`config.mk`:
```
export PLATFORM = sky130hd
export DESIGN_NAME = mem_port_arbiter_flat
export DESIGN_NICKNAME = d
export VERILOG_FILES = /design/src/rtl/mem_port_arbiter_if.sv /design/src/rtl/mem_port_arbiter.sv /design/src/flat_wrapper.sv
export SDC_FILE = /design/constraint.sdc
export NUM_CORES = 1
export LEC_CHECK = 0
export ABC_AREA = 1
export CAP_MARGIN = 10
export CORE_AREA = 2 2 128 130
export CTS_BUF_LIST = sky130_fd_sc_hd__clkbuf_8
export CTS_CLUSTER_DIAMETER = 40
export CTS_CLUSTER_SIZE = 12
export DETAILED_ROUTE_END_ITERATION = 7
export DIE_AREA = 0 0 130 132
export PLACE_DENSITY = 0.48
export SLEW_MARGIN = 30
export SYNTH_ARGS = -nofsm -noshare
export SYNTH_HDL_FRONTEND = slang
export SYNTH_SLANG_ARGS = --single-unit
```
`constraint.sdc`:
```
create_clock -name clk -period 1.1 [get_ports clk]
set_clock_uncertainty 0.05 [all_clocks]
set_input_delay 0.165 -clock clk [delete_from_list [all_inputs] [get_ports clk]]
set_output_delay 0.165 -clock clk [all_outputs]
set_load 0.03 [all_outputs]
```
`src/rtl/mem_port_arbiter_if.sv`:
```
// mem_port_arbiter_if: requester handshakes and shared memory port of the arbiter
interface mem_port_arbiter_if #(parameter int ADDR = 32, parameter int WORD = 32);
   logic            ld_req_i;
   logic [ADDR-1:0] ld_addr_i;
   logic [WORD-1:0] ld_data_i;
   logic            ld_ack_o;
   logic            d_req_i;
   logic            d_we_i;
   logic [ADDR-1:0] d_addr_i;
   logic [WORD-1:0] d_data_i;
   logic            d_ack_o;
   logic            d_rvalid_o;
   logic [WORD-1:0] d_rdata_o;
   logic            i_req_i;
   logic [ADDR-1:0] i_addr_i;
   logic            i_ack_o;
   logic            i_rvalid_o;
   logic [WORD-1:0] i_rdata_o;
   logic [ADDR-1:0] mem_a_o;
   logic            mem_w_o;
   logic [WORD-1:0] mem_d_o;
   logic [WORD-1:0] mem_q_i;
   logic            stall_o;
   modport slave (
      input  ld_req_i, ld_addr_i, ld_data_i, d_req_i, d_we_i, d_addr_i, d_data_i, i_req_i, i_addr_i, mem_q_i,
      output ld_ack_o, d_ack_o, d_rvalid_o, d_rdata_o, i_ack_o, i_rvalid_o, i_rdata_o, mem_a_o, mem_w_o, mem_d_o, stall_o
   );
   modport master (
      output ld_req_i, ld_addr_i, ld_data_i, d_req_i, d_we_i, d_addr_i, d_data_i, i_req_i, i_addr_i, mem_q_i,
      input  ld_ack_o, d_ack_o, d_rvalid_o, d_rdata_o, i_ack_o, i_rvalid_o, i_rdata_o, mem_a_o, mem_w_o, mem_d_o, stall_o
   );
endinterface

```
`src/rtl/mem_port_arbiter.sv`:
```
// mem_port_arbiter: loader/data/fetch arbiter for one single-port memory, loader first.
// Defining MEM_ARB_RR_EN makes data and fetch alternate on conflict instead of data winning.
module mem_port_arbiter #(
   parameter int ADDR = 32,
   parameter int WORD = 32
) (
   input logic clk,
   input logic reset,
   mem_port_arbiter_if.slave bus
);
   typedef enum logic {RUN, LOAD} state_t;
   state_t state, state_n;
   logic gnt_l, gnt_d, gnt_i, pend_d, pend_i;
   logic [ADDR-1:0] a;
   logic [WORD-1:0] wd;
`ifdef MEM_ARB_RR_EN
   logic prefer_d;
`endif
   always_comb begin
      state_n = state;
      gnt_l = 1'b0;
      gnt_d = 1'b0;
      gnt_i = 1'b0;
      if (!reset) begin
         if (bus.ld_req_i) begin
            gnt_l = 1'b1;
            state_n = LOAD;
         end else if (state == LOAD) begin
            // exit cycle: memory stays idle, d/i arbitrate again next cycle
            state_n = RUN;
         end else begin
`ifdef MEM_ARB_RR_EN
            gnt_d = bus.d_req_i && (prefer_d || !bus.i_req_i);
`else
            gnt_d = bus.d_req_i;
`endif
            gnt_i = bus.i_req_i && !gnt_d;
         end
      end
   end
   assign a  = gnt_l ? bus.ld_addr_i : gnt_d ? bus.d_addr_i : gnt_i ? bus.i_addr_i : '0;
   assign wd = gnt_l ? bus.ld_data_i : gnt_d ? bus.d_data_i : '0;
   assign bus.mem_a_o    = a;
   assign bus.mem_d_o    = wd;
   assign bus.mem_w_o    = gnt_l || (gnt_d && bus.d_we_i);
   assign bus.ld_ack_o   = gnt_l;
   assign bus.d_ack_o    = gnt_d;
   assign bus.i_ack_o    = gnt_i;
   assign bus.stall_o    = !reset && (state == LOAD || bus.ld_req_i);
   assign bus.d_rvalid_o = pend_d && !reset;
   assign bus.i_rvalid_o = pend_i && !reset;
   assign bus.d_rdata_o  = bus.d_rvalid_o ? bus.mem_q_i : '0;
   assign bus.i_rdata_o  = bus.i_rvalid_o ? bus.mem_q_i : '0;
   always_ff @(posedge clk) begin
      if (reset) begin
         state  <= RUN;
         pend_d <= 1'b0;
         pend_i <= 1'b0;
      end else begin
         state  <= state_n;
         pend_d <= gnt_d && !bus.d_we_i;
         pend_i <= gnt_i;
      end
   end
`ifdef MEM_ARB_RR_EN
   always_ff @(posedge clk) begin
      if (reset) prefer_d <= 1'b1;
      else if (gnt_d || gnt_i) prefer_d <= gnt_i;
   end
`endif
endmodule
```
`src/flat_wrapper.sv`:
```
// flat-port wrapper written by rule: the top's interface ports become plain ports
module mem_port_arbiter_flat 
#(
   parameter int ADDR = 32,
   parameter int WORD = 32
)
  (clk, reset, bus_ld_req_i, bus_ld_addr_i, bus_ld_data_i, bus_d_req_i, bus_d_we_i, bus_d_addr_i, bus_d_data_i, bus_i_req_i, bus_i_addr_i, bus_mem_q_i, bus_ld_ack_o, bus_d_ack_o, bus_d_rvalid_o, bus_d_rdata_o, bus_i_ack_o, bus_i_rvalid_o, bus_i_rdata_o, bus_mem_a_o, bus_mem_w_o, bus_mem_d_o, bus_stall_o);
  mem_port_arbiter_if #(.ADDR(ADDR), .WORD(WORD)) bus_i ();
  input logic clk;
  input logic reset;
  input wire logic [$bits(bus_i.ld_req_i)-1:0] bus_ld_req_i;
  input wire logic [$bits(bus_i.ld_addr_i)-1:0] bus_ld_addr_i;
  input wire logic [$bits(bus_i.ld_data_i)-1:0] bus_ld_data_i;
  input wire logic [$bits(bus_i.d_req_i)-1:0] bus_d_req_i;
  input wire logic [$bits(bus_i.d_we_i)-1:0] bus_d_we_i;
  input wire logic [$bits(bus_i.d_addr_i)-1:0] bus_d_addr_i;
  input wire logic [$bits(bus_i.d_data_i)-1:0] bus_d_data_i;
  input wire logic [$bits(bus_i.i_req_i)-1:0] bus_i_req_i;
  input wire logic [$bits(bus_i.i_addr_i)-1:0] bus_i_addr_i;
  input wire logic [$bits(bus_i.mem_q_i)-1:0] bus_mem_q_i;
  output wire logic [$bits(bus_i.ld_ack_o)-1:0] bus_ld_ack_o;
  output wire logic [$bits(bus_i.d_ack_o)-1:0] bus_d_ack_o;
  output wire logic [$bits(bus_i.d_rvalid_o)-1:0] bus_d_rvalid_o;
  output wire logic [$bits(bus_i.d_rdata_o)-1:0] bus_d_rdata_o;
  output wire logic [$bits(bus_i.i_ack_o)-1:0] bus_i_ack_o;
  output wire logic [$bits(bus_i.i_rvalid_o)-1:0] bus_i_rvalid_o;
  output wire logic [$bits(bus_i.i_rdata_o)-1:0] bus_i_rdata_o;
  output wire logic [$bits(bus_i.mem_a_o)-1:0] bus_mem_a_o;
  output wire logic [$bits(bus_i.mem_w_o)-1:0] bus_mem_w_o;
  output wire logic [$bits(bus_i.mem_d_o)-1:0] bus_mem_d_o;
  output wire logic [$bits(bus_i.stall_o)-1:0] bus_stall_o;
  assign bus_i.ld_req_i = bus_ld_req_i;
  assign bus_i.ld_addr_i = bus_ld_addr_i;
  assign bus_i.ld_data_i = bus_ld_data_i;
  assign bus_i.d_req_i = bus_d_req_i;
  assign bus_i.d_we_i = bus_d_we_i;
  assign bus_i.d_addr_i = bus_d_addr_i;
  assign bus_i.d_data_i = bus_d_data_i;
  assign bus_i.i_req_i = bus_i_req_i;
  assign bus_i.i_addr_i = bus_i_addr_i;
  assign bus_i.mem_q_i = bus_mem_q_i;
  assign bus_ld_ack_o = bus_i.ld_ack_o;
  assign bus_d_ack_o = bus_i.d_ack_o;
  assign bus_d_rvalid_o = bus_i.d_rvalid_o;
  assign bus_d_rdata_o = bus_i.d_rdata_o;
  assign bus_i_ack_o = bus_i.i_ack_o;
  assign bus_i_rvalid_o = bus_i.i_rvalid_o;
  assign bus_i_rdata_o = bus_i.i_rdata_o;
  assign bus_mem_a_o = bus_i.mem_a_o;
  assign bus_mem_w_o = bus_i.mem_w_o;
  assign bus_mem_d_o = bus_i.mem_d_o;
  assign bus_stall_o = bus_i.stall_o;
  mem_port_arbiter #(.ADDR(ADDR), .WORD(WORD)) u_core (.clk(clk), .reset(reset), .bus(bus_i));
endmodule
```
==> impl_results.html, run 1 <==
<!-- implementation run metrics -->
<table>
<tr><th>Metric</th><th>Value</th></tr>
<tr><th colspan="2">Run status</th></tr>
<tr><td>Run status</td><td>complete, but fails checks</td></tr>
<tr><td>Violations in the final reports</td><td>setup timing</td></tr>
<tr><th colspan="2">Synthesis</th></tr>
<tr><td>Cells in synth_stat.txt</td><td>372</td></tr>
<tr><td>Most popular library cell in the synthesized design by count</td><td>sky130_fd_sc_hd__nand2_1</td></tr>
<tr><td>Proportion of synthesized flip-flops having asynchronous set or reset</td><td>0%</td></tr>
<tr><td>Top-area cell share</td><td>37.82%</td></tr>
<tr><td>Simple-gate area share of the yosys netlist</td><td>77.79%</td></tr>
<tr><td>Number of synthesized register bits</td><td>3</td></tr>
<tr><td>Cell type contributing the most total cell area after synthesis</td><td>sky130_fd_sc_hd__nand2_1</td></tr>
<tr><td>Post-synthesis cell area</td><td>0.001628 mm2</td></tr>
<tr><td>Number of warnings reported in the yosys synthesis log</td><td>0</td></tr>
<tr><td>Xor/xnor share of the synthesized area</td><td>0%</td></tr>
<tr><td>Post-synth area from yosys stat</td><td>0.001628 mm2</td></tr>
<tr><td>Cell variety after synth</td><td>16</td></tr>
<tr><td>Adder-cell area share of the yosys netlist</td><td>0%</td></tr>
<tr><td>Number of flops mapped to enable cells by yosys</td><td>0</td></tr>
<tr><td>Area contributors post-synth</td><td>sky130_fd_sc_hd__nand2_1, sky130_fd_sc_hd__nor2_1, sky130_fd_sc_hd__nand4_1</td></tr>
<tr><td>Most used standard cells in the synthesized netlist</td><td>sky130_fd_sc_hd__nand2_1, sky130_fd_sc_hd__nor2_1, sky130_fd_sc_hd__inv_1, sky130_fd_sc_hd__nand3_1, sky130_fd_sc_hd__nand4_1</td></tr>
<tr><td>Main flop type</td><td>sky130_fd_sc_hd__dfxtp_1</td></tr>
<tr><td>Largest logic family</td><td>simple AND/OR/NAND/NOR gates</td></tr>
<tr><td>Complex Gates by Area</td><td>0.3075%</td></tr>
<tr><td>Post-synthesis average cell area</td><td>4.376 um2</td></tr>
<tr><th colspan="2">Cells and area</th></tr>
<tr><td>Fraction of area in multi-input gates</td><td>35.60%</td></tr>
<tr><td>Dominant kind of cell by area</td><td>buffers</td></tr>
<tr><td>Net total in the final layout</td><td>928</td></tr>
<tr><td>Top library cells by usage in the layout, fill and taps aside</td><td>sky130_fd_sc_hd__clkdlybuf4s50_1, sky130_fd_sc_hd__buf_6, sky130_fd_sc_hd__nand2_1</td></tr>
<tr><td>Num sequential</td><td>3</td></tr>
<tr><td>Sequential portion of the cell area</td><td>0.8734%</td></tr>
<tr><td>Non-clock inverter count</td><td>38</td></tr>
<tr><td>P&amp;R area growth vs syn</td><td>366.4%</td></tr>
<tr><td>Most frequently placed logic cell in the final layout</td><td>sky130_fd_sc_hd__clkdlybuf4s50_1</td></tr>
<tr><td>Reg area</td><td>66.31 um2</td></tr>
<tr><td>Number of multi-input logic gates</td><td>302</td></tr>
<tr><td>Comb area</td><td>0.002703 mm2</td></tr>
<tr><td>Post-Layout Cell Count</td><td>946</td></tr>
<tr><td>Share of the core filled with cells in the final layout</td><td>48.32%</td></tr>
<tr><td>Portion of the layout cell area used by non-clock buffers</td><td>57.37%</td></tr>
<tr><td>Clock buffer instance count of the final layout</td><td>3</td></tr>
<tr><td>FILL cells</td><td>1448</td></tr>
<tr><td>Layout cell share with drive strength beyond 1</td><td>53.22%</td></tr>
<tr><td>Portion of the layout cell area used by clock cells</td><td>0.5933%</td></tr>
<tr><td>Total non-filler cell area in the finished layout</td><td>0.007592 mm2</td></tr>
<tr><td>Number of non-clock buffers in the layout</td><td>382</td></tr>
<tr><th colspan="2">Power</th></tr>
<tr><td>Sequential fraction of design power</td><td>3.9%</td></tr>
<tr><td>Switching power</td><td>1258 uW</td></tr>
<tr><td>Share of power burned in combinational logic</td><td>85.7%</td></tr>
<tr><td>Worst IR drop on VDD</td><td>0.0002430 V</td></tr>
<tr><td>Power density of the placed cells</td><td>391.0 mW/mm2</td></tr>
<tr><td>Clk network pwr share</td><td>10.4%</td></tr>
<tr><td>Switching share of total power</td><td>42.38%</td></tr>
<tr><td>Leakage Power</td><td>0.003471 uW</td></tr>
<tr><th colspan="2">Worst setup path</th></tr>
<tr><td>Slowest cell on the critical path</td><td>sky130_fd_sc_hd__dfxtp_2</td></tr>
<tr><td>Critical-path cell list</td><td>inv_2, nand2_4, nor2_4, buf_12, clkbuf_16, nand2_1, nand2_4, buf_6</td></tr>
<tr><td>Critical Path Sink Type</td><td>primary output</td></tr>
<tr><td>Cell family with most CP delay</td><td>buffers and inverters</td></tr>
<tr><td>Worst Path Required</td><td>880 ps</td></tr>
<tr><td>Flop2flop setup slack</td><td>20 ps</td></tr>
<tr><td>Type of the setup path with the least slack</td><td>reg -&gt; out</td></tr>
<tr><td>Buffer-and-inverter tally for the worst setup path</td><td>4</td></tr>
<tr><td>Cell depth of the worst flop-to-flop path</td><td>5</td></tr>
<tr><td>Critical Path AT</td><td>1400 ps</td></tr>
<tr><td>Critical Path Sink</td><td>bus_mem_d_o[31]</td></tr>
<tr><td>Highest cell delay on the worst timing path</td><td>320 ps</td></tr>
<tr><td>CP Launch Type</td><td>register</td></tr>
<tr><td>Reg-to-reg endpoint</td><td>u_core.pend_i</td></tr>
<tr><td>Most frequent cell on the critical path</td><td>sky130_fd_sc_hd__nand2_4</td></tr>
<tr><td>Beginning of the worst register-to-register path</td><td>u_core.state</td></tr>
<tr><th colspan="2">Drt</th></tr>
<tr><td>Count of nets left with antenna violations after detail routing</td><td>0</td></tr>
<tr><td>Detailed Route Iter0 Violations</td><td>48</td></tr>
<tr><td>Mean number of vias per cell</td><td>4.123</td></tr>
<tr><td>DRC violations left</td><td>0</td></tr>
<tr><td>Final routed wire length divided by cell count</td><td>17.21 um</td></tr>
<tr><th colspan="2">Die</th></tr>
<tr><td>Width of the die</td><td>130 um</td></tr>
<tr><td>Die Footprint</td><td>0.01716 mm2</td></tr>
<tr><td>Tapcells inserted</td><td>216</td></tr>
<tr><td>Initial cell density of the core</td><td>10.36%</td></tr>
<tr><td>Floorplan core area</td><td>0.01571 mm2</td></tr>
<tr><th colspan="2">Clock network</th></tr>
<tr><td>CTS H-Tree Depth</td><td>1</td></tr>
<tr><td>TritonCTS clock tree</td><td>yes</td></tr>
<tr><td>Clock latency on the worst-skew pair</td><td>210 ps</td></tr>
<tr><td>Number of buffers inserted during clock tree synthesis</td><td>3</td></tr>
<tr><td>Clock buffer depth</td><td>2</td></tr>
<tr><td>Root buffer cell</td><td>sky130_fd_sc_hd__clkbuf_8</td></tr>
<tr><td>Post-CTS Hold Buffers</td><td>0</td></tr>
<tr><td>Number of buffers added for setup after CTS</td><td>15</td></tr>
<tr><th colspan="2">Place</th></tr>
<tr><td>Detailed placement HPWL</td><td>10.84 mm</td></tr>
<tr><td>Placement Cell Area</td><td>0.005769 mm2</td></tr>
<tr><td>Pre-CTS worst setup slack</td><td>-724.4 ps</td></tr>
<tr><td>PortBufs</td><td>332</td></tr>
<tr><td>Final RePlAce weighted congestion</td><td>0.8094</td></tr>
<tr><th colspan="2">Global route</th></tr>
<tr><td>Global-route wire length before repair</td><td>23.90 mm</td></tr>
<tr><td>Total routing usage reported by global routing</td><td>17.82%</td></tr>
<tr><td>Antenna violations before repair</td><td>1</td></tr>
<tr><th colspan="2">Timing</th></tr>
<tr><td>Cycle use final</td><td>147.1%</td></tr>
<tr><td>Final Max Slew Viols</td><td>0</td></tr>
<tr><td>Worst Max-Slew Pin Slew</td><td>292.3 ps</td></tr>
<tr><td>Final-layout worst hold slack</td><td>190.3 ps</td></tr>
<tr><td>Unrepaired setup endpoints after global routing</td><td>yes</td></tr>
<tr><td>Minimum period implied by the final worst setup slack</td><td>1618 ps</td></tr>
<tr><td>Post-route setup slack</td><td>-518.5 ps</td></tr>
<tr><td>Number of endpoints with negative hold slack in the final report</td><td>0</td></tr>
<tr><td>Max Clk Rate</td><td>0.6179 GHz</td></tr>
<tr><td>Worst relative slew slack</td><td>80.34%</td></tr>
<tr><td># setup viols final</td><td>135</td></tr>
<tr><th colspan="2">Worst hold path</th></tr>
<tr><td>Source of the worst hold timing path</td><td>reset</td></tr>
<tr><td>Worst hold path type</td><td>in -&gt; reg</td></tr>
<tr><td>Cell depth of the worst min-delay path</td><td>4</td></tr>
<tr><td>Endpoint of the worst hold-timing path</td><td>u_core.pend_d</td></tr>
<tr><th colspan="2">Flow run</th></tr>
<tr><td>Number of warnings in the stage logs</td><td>29</td></tr>
</table>
[run 1: power groups by stage]
stage	Sequential, uW	Clock (uW)	Combinational [uW]
global placement	117	0	2060
floorplan	117	0	890
detailed placement	117	0	2070
global route	116	334	2670
CTS	116	320	2480
finish	116	310	2540
[run 1: worst reg2reg max path, delay by kind of cell (launching register included)]
| family | cells | cell delay (ps) |
|---|---|---|
| buffers and inverters | 3 | 300 |
| flip-flops | 1 | 320 |
| AND/OR/NAND/NOR | 2 | 280 |
[run 1: metal layers]
layer  wire (um)  GRT usage [%]  vias to the layer above
li1            -              -                     1878
met2        9141          36.04                      213
met4         376          5.496                        0
met5           0              0                        -
met3        1295          3.653                       24
met1        5465          17.56                     1785
[run 1: state kept, by name, indices dropped and copies added, names as in the netlist]
name,flops
u_core.pend_d,1
u_core.state,1
u_core.pend_i,1
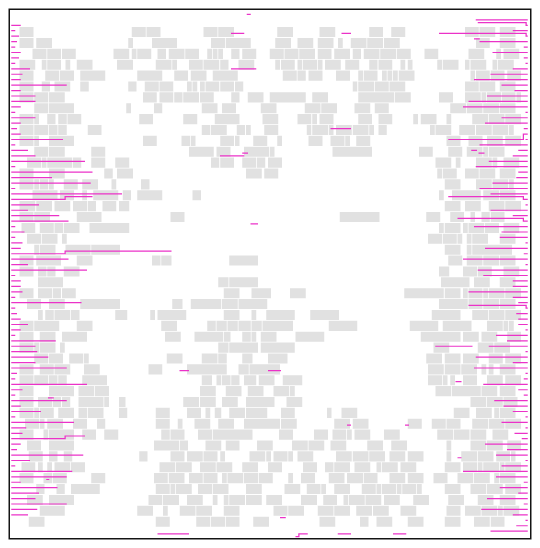
run_1/met3.png
Scale: 4 px per um.
longest straight run: 27.4 um
share of all routed wire: 8.0%
via count: 3900
met3 usage in global routing: 3.653%
Routed WL: 16.28 mm

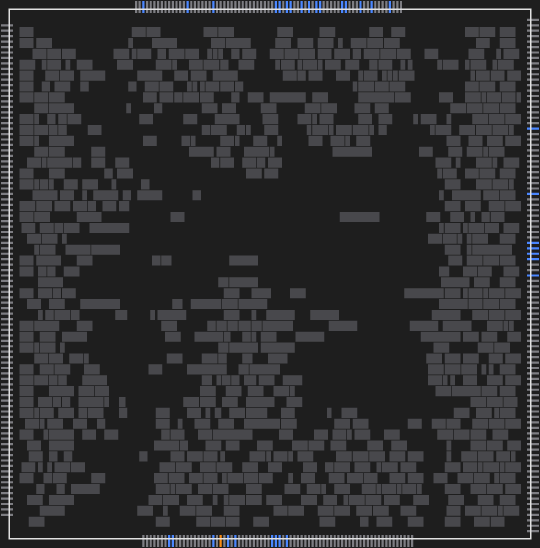
run_1/pins.png
Scale: 4 px per um. Pins as bars across the die edge, other pins in gray.
| port | color | pins | direction | edge |
|---|---|---|---|---|
| bus_ld_ack_o | orange | 1 | output | bottom |
| bus_ld_data_i | blue | 32 | input | 16 top, 9 bottom, 7 right |
all pins by edge: 95 right, 91 left, 74 bottom, 73 top

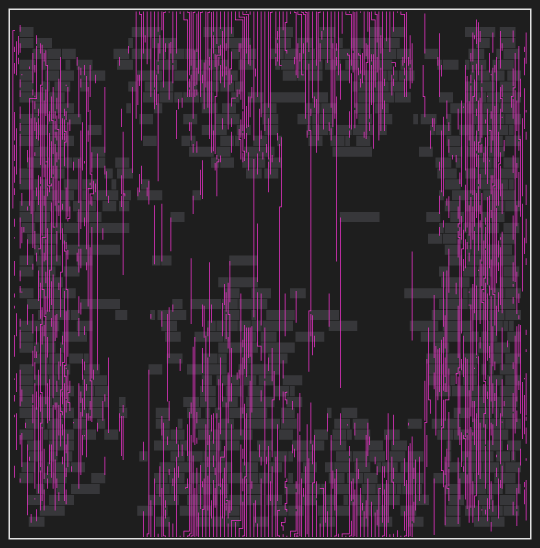
run_1/met2.png
Scale: 4 px per um.
wire length on this layer: 9140 um
share of all routed wire: 56%
nets with wire on the layer: 817
longest straight run: 54.1 um
met2 Resource Use GR: 36.04%

==> run 2, diff against run 1 <==
- ABC_AREA: 1 -> default
- PLACE_DENSITY: 0.48 -> 0.47
==> impl_results.html, run 2 <==
<!-- implementation run metrics -->
<table>
<tr><th>Metric</th><th>Value</th></tr>
<tr><th colspan="2">Synthesis</th></tr>
<tr><td>Cell variety after synth</td><td>11 (-5)</td></tr>
<tr><td>Number of synthesized register bits</td><td>3 (unchanged)</td></tr>
<tr><td>Top-area cell share</td><td>38.29% (+0.47 points)</td></tr>
<tr><td>Proportion of synthesized flip-flops having asynchronous set or reset</td><td>0% (unchanged)</td></tr>
<tr><td>Number of flops mapped to enable cells by yosys</td><td>0 (unchanged)</td></tr>
<tr><td>Post-synth area from yosys stat</td><td>0.001464 mm2 (-10%)</td></tr>
<tr><td>Number of warnings reported in the yosys synthesis log</td><td>0 (unchanged)</td></tr>
<tr><td>Most used standard cells in the synthesized netlist</td><td>sky130_fd_sc_hd__a22o_1, sky130_fd_sc_hd__and2_1, sky130_fd_sc_hd__a21o_1, sky130_fd_sc_hd__buf_2, sky130_fd_sc_hd__clkbuf_1</td></tr>
<tr><td>Cell type contributing the most total cell area after synthesis</td><td>sky130_fd_sc_hd__a22o_1</td></tr>
<tr><td>Post-synthesis average cell area</td><td>7.393 um2 (+69%)</td></tr>
<tr><td>Post-synthesis cell area</td><td>0.001464 mm2 (-10%)</td></tr>
<tr><td>Cells in synth_stat.txt</td><td>198 (-47%)</td></tr>
<tr><td>Main flop type</td><td>sky130_fd_sc_hd__dfxtp_1</td></tr>
<tr><td>Area contributors post-synth</td><td>sky130_fd_sc_hd__a22o_1, sky130_fd_sc_hd__and2_1, sky130_fd_sc_hd__a21o_1</td></tr>
<tr><th colspan="2">Global route</th></tr>
<tr><td>Met2 Resource Use GR</td><td>28.97% (-7.1 points)</td></tr>
<tr><td>Met1 GRT Util</td><td>14.82% (-2.7 points)</td></tr>
<tr><td>Global-route wire length before repair</td><td>18.97 mm (-21%)</td></tr>
<tr><td>Busiest layer in global routing</td><td>met2</td></tr>
<tr><td>Antenna violations before repair</td><td>0 (-1)</td></tr>
<tr><td>Total routing usage reported by global routing</td><td>14.24% (-3.6 points)</td></tr>
<tr><td>Met3 usage in global routing</td><td>2.476% (-1.2 points)</td></tr>
<tr><th colspan="2">Worst hold path</th></tr>
<tr><td>Endpoint of the worst hold-timing path</td><td>u_core.pend_i</td></tr>
<tr><td>Cell depth of the worst min-delay path</td><td>3 (-1)</td></tr>
<tr><td>Source of the worst hold timing path</td><td>reset</td></tr>
<tr><td>Worst hold path type</td><td>in -&gt; reg</td></tr>
<tr><th colspan="2">Power</th></tr>
<tr><td>Power group with the highest consumption</td><td>combinational cells</td></tr>
<tr><td>Leakage Power</td><td>0.003027 uW (-13%)</td></tr>
<tr><td>Switching share of total power</td><td>34.98% (-7.4 points)</td></tr>
<tr><td>Share of power burned in combinational logic</td><td>84.4% (-1.3 points)</td></tr>
<tr><td>Power density of the placed cells</td><td>408.0 mW/mm2 (+4.4%)</td></tr>
<tr><td>Switching power</td><td>957.7 uW (-24%)</td></tr>
<tr><td>Sequential fraction of design power</td><td>4.3% (+0.4 points)</td></tr>
<tr><td>Worst IR drop on VDD</td><td>0.0002331 V (-4.1%)</td></tr>
<tr><td>Clk network pwr share</td><td>11.3% (+0.9 points)</td></tr>
<tr><td>Combinational power</td><td>2310 uW (-9.1%)</td></tr>
<tr><td>Power attributed to sequential cells</td><td>117 uW (about the same)</td></tr>
<tr><td>Reported clock group power</td><td>310 uW (about the same)</td></tr>
<tr><th colspan="2">Cells and area</th></tr>
<tr><td>Fraction of area in multi-input gates</td><td>29.82% (-5.8 points)</td></tr>
<tr><td>Num sequential</td><td>3 (unchanged)</td></tr>
<tr><td>Number of non-clock buffers in the layout</td><td>380 (-0.52%)</td></tr>
<tr><td>Post-Layout Cell Count</td><td>774 (-18%)</td></tr>
<tr><td>Portion of the layout cell area used by non-clock buffers</td><td>64.53% (+7.2 points)</td></tr>
<tr><td>Top library cells by usage in the layout, fill and taps aside</td><td>sky130_fd_sc_hd__clkdlybuf4s50_1, sky130_fd_sc_hd__buf_6, sky130_fd_sc_hd__and2_4</td></tr>
<tr><td>Sequential portion of the cell area</td><td>0.9510% (+0.078 points)</td></tr>
<tr><td>Most frequently placed logic cell in the final layout</td><td>sky130_fd_sc_hd__clkdlybuf4s50_1</td></tr>
<tr><td>Net total in the final layout</td><td>757 (-18%)</td></tr>
<tr><td>Reg area</td><td>63.81 um2 (-3.8%)</td></tr>
<tr><td>Total non-filler cell area in the finished layout</td><td>0.006710 mm2 (-12%)</td></tr>
<tr><td>Dominant kind of cell by area</td><td>buffers</td></tr>
<tr><td>Number of multi-input logic gates</td><td>171 (-43%)</td></tr>
<tr><td>P&amp;R area growth vs syn</td><td>358.4%</td></tr>
<tr><td>Clock buffer instance count of the final layout</td><td>3 (unchanged)</td></tr>
<tr><td>FILL cells</td><td>1513 (+4.5%)</td></tr>
<tr><td>Portion of the layout cell area used by clock cells</td><td>0.6713% (+0.078 points)</td></tr>
<tr><td>Largest registers ranked by flip-flop count</td><td>u_core.pend_d x1, u_core.pend_i x1, u_core.state x1</td></tr>
<tr><td>Non-clock inverter count</td><td>0 (-100%)</td></tr>
<tr><td>Layout cell share with drive strength beyond 1</td><td>58.78% (+5.6 points)</td></tr>
<tr><td>Share of the core filled with cells in the final layout</td><td>42.71% (-5.6 points)</td></tr>
<tr><td>Comb area</td><td>0.002001 mm2 (-26%)</td></tr>
<tr><th colspan="2">Drt</th></tr>
<tr><td>Detailed Route Iter0 Violations</td><td>52 (+8.3%)</td></tr>
<tr><td>Via count</td><td>3114 (-20%)</td></tr>
<tr><td>Count of nets left with antenna violations after detail routing</td><td>0 (unchanged)</td></tr>
<tr><td>DRC violations left</td><td>0 (unchanged)</td></tr>
<tr><td>Met3 WL</td><td>1.065 mm (-18%)</td></tr>
<tr><td>Top routing layer used</td><td>met4</td></tr>
<tr><td>DRT met1 WL</td><td>4.725 mm (-14%)</td></tr>
<tr><td>Final routed wire length divided by cell count</td><td>17.11 um (-0.59%)</td></tr>
<tr><td>Total length of routed met2 wires</td><td>7.302 mm (-20%)</td></tr>
<tr><td>Mean number of vias per cell</td><td>4.023 (-2.4%)</td></tr>
<tr><th colspan="2">Worst setup path</th></tr>
<tr><td>Type of the setup path with the least slack</td><td>reg -&gt; out</td></tr>
<tr><td>Most frequent cell on the critical path</td><td>sky130_fd_sc_hd__buf_6</td></tr>
<tr><td>Beginning of the worst register-to-register path</td><td>u_core.state</td></tr>
<tr><td>Critical Path Sink</td><td>bus_mem_d_o[0]</td></tr>
<tr><td>Critical Path AT</td><td>1510 ps (+110 ps)</td></tr>
<tr><td>CP Launch Type</td><td>register</td></tr>
<tr><td>Critical-path cell list</td><td>nor4b_4, buf_6, buf_12, buf_8, a22o_2, buf_6</td></tr>
<tr><td>Slowest cell on the critical path</td><td>sky130_fd_sc_hd__dfxtp_2</td></tr>
<tr><td>Highest cell delay on the worst timing path</td><td>330 ps (about the same)</td></tr>
<tr><td>Worst Path Required</td><td>880 ps (about the same)</td></tr>
<tr><td>Reg-to-reg endpoint</td><td>u_core.pend_d</td></tr>
<tr><td>Cell depth of the worst flop-to-flop path</td><td>5 (unchanged)</td></tr>
<tr><td>Flop2flop setup slack</td><td>-180 ps (-200 ps)</td></tr>
<tr><th colspan="2">Timing</th></tr>
<tr><td>Worst relative slew slack</td><td>86.56% (+6.2 points)</td></tr>
<tr><td>Max Clk Rate</td><td>0.5784 GHz (-6.4%)</td></tr>
<tr><td>Final-layout worst hold slack</td><td>312.6 ps (+122.3 ps)</td></tr>
<tr><td>Post-route setup slack</td><td>-629.0 ps (-110.5 ps)</td></tr>
<tr><td>Cycle use final</td><td>157.2% (+10 points)</td></tr>
<tr><td>Final Max Slew Viols</td><td>0 (unchanged)</td></tr>
<tr><td># setup viols final</td><td>136 (+0.74%)</td></tr>
<tr><td>Worst Max-Slew Pin Slew</td><td>200.7 ps (-91.58 ps)</td></tr>
<tr><td>Minimum period implied by the final worst setup slack</td><td>1729 ps (+110.5 ps)</td></tr>
<tr><td>Number of endpoints with negative hold slack in the final report</td><td>0 (unchanged)</td></tr>
<tr><td>Unrepaired setup endpoints after global routing</td><td>yes</td></tr>
<tr><th colspan="2">Die</th></tr>
<tr><td>Tapcells inserted</td><td>216 (unchanged)</td></tr>
<tr><td>Width of the die</td><td>130 um (unchanged)</td></tr>
<tr><td>Initial cell density of the core</td><td>9.317% (-1.0 points)</td></tr>
<tr><td>Die Footprint</td><td>0.01716 mm2 (unchanged)</td></tr>
<tr><td>Floorplan core area</td><td>0.01571 mm2 (unchanged)</td></tr>
<tr><th colspan="2">Clock network</th></tr>
<tr><td>Root buffer cell</td><td>sky130_fd_sc_hd__clkbuf_8</td></tr>
<tr><td>Number of buffers added for setup after CTS</td><td>16 (+1)</td></tr>
<tr><td>TritonCTS clock tree</td><td>yes</td></tr>
<tr><td>Number of buffers inserted during clock tree synthesis</td><td>3 (unchanged)</td></tr>
<tr><td>CTS H-Tree Depth</td><td>1 (unchanged)</td></tr>
<tr><td>Post-CTS Hold Buffers</td><td>0 (unchanged)</td></tr>
<tr><td>Clock latency on the worst-skew pair</td><td>210 ps (about the same)</td></tr>
<tr><td>Clock buffer depth</td><td>2 (unchanged)</td></tr>
<tr><th colspan="2">Place</th></tr>
<tr><td>Placement Cell Area</td><td>0.005592 mm2 (-3.1%)</td></tr>
<tr><td>Pre-CTS worst setup slack</td><td>-934.0 ps (-209.6 ps)</td></tr>
<tr><td>Final RePlAce weighted congestion</td><td>0.8046 (-0.59%)</td></tr>
<tr><td>Detailed placement HPWL</td><td>9.995 mm (-7.8%)</td></tr>
<tr><td>PortBufs</td><td>332 (unchanged)</td></tr>
<tr><th colspan="2">Run status</th></tr>
<tr><td>Violations in the final reports</td><td>setup timing</td></tr>
<tr><td>Run status</td><td>complete, but fails checks</td></tr>
</table>
## run 2: cell count changes after synthesis, sizes merged, moves of 2 or more
cell / previous run / this run
nor2: 69 / 3
nand2: 165 / 0
a22o: 0 / 64
buf: 23 / 16
nand4: 32 / 0
a21o: 0 / 33
nor4: 2 / 0
nor2b: 0 / 4
inv: 38 / 0
clkbuf: 6 / 8
and3: 0 / 2
nand3: 32 / 0
and2: 0 / 64
## run 2: cells by family after synthesis
group                  share of synthesized area [%]
flip-flops                                     4.103
buffers and inverters                          8.376
AND-OR/OR-AND                                  55.21
AND/OR/NAND/NOR                                32.31
## run 2: worst max-delay path, delay by kind of cell (launching register included)
kind	cells	cell delay (ps)
AOI/OAI and AO/OA	1	150
buffers and inverters	4	610
DFF	1	330
and+or+nand+nor	1	220
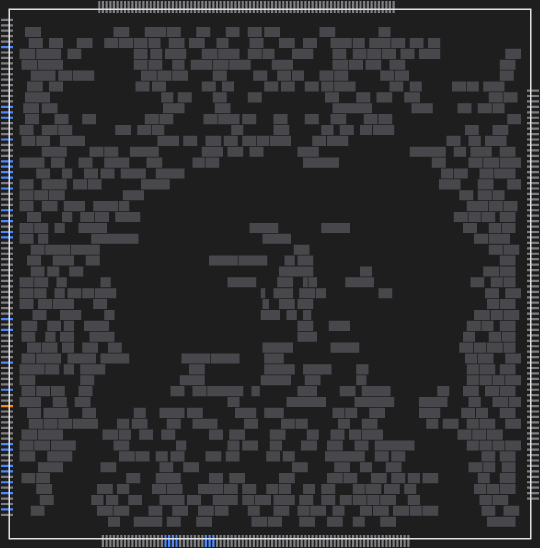
run_2/pins.png
Scale: 4 px per um. Pins as bars across the die edge, other pins in gray.
| port | color | pins | direction | edge |
|---|---|---|---|---|
| bus_ld_ack_o | orange | 1 | output | left |
| bus_ld_data_i | blue | 32 | input | 25 left, 7 bottom |

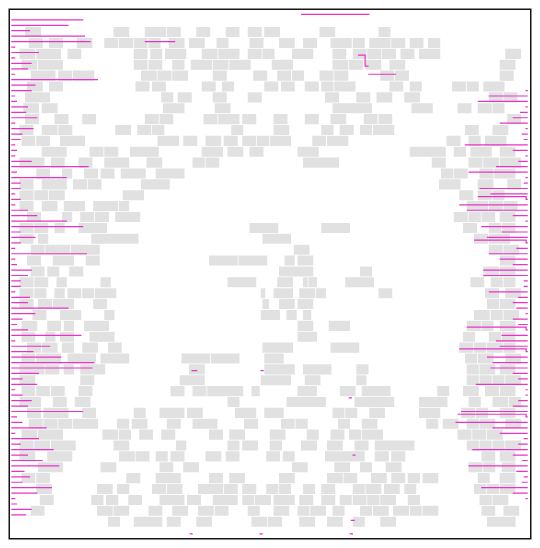
run_2/met3.png
Scale: 4 px per um.
nets with wire on the layer: 175
main direction: horizontal
wire length on this layer: 1070 um
share of all routed wire: 8.1%

No activity file was given, so power comes from the tool's default toggle rates.
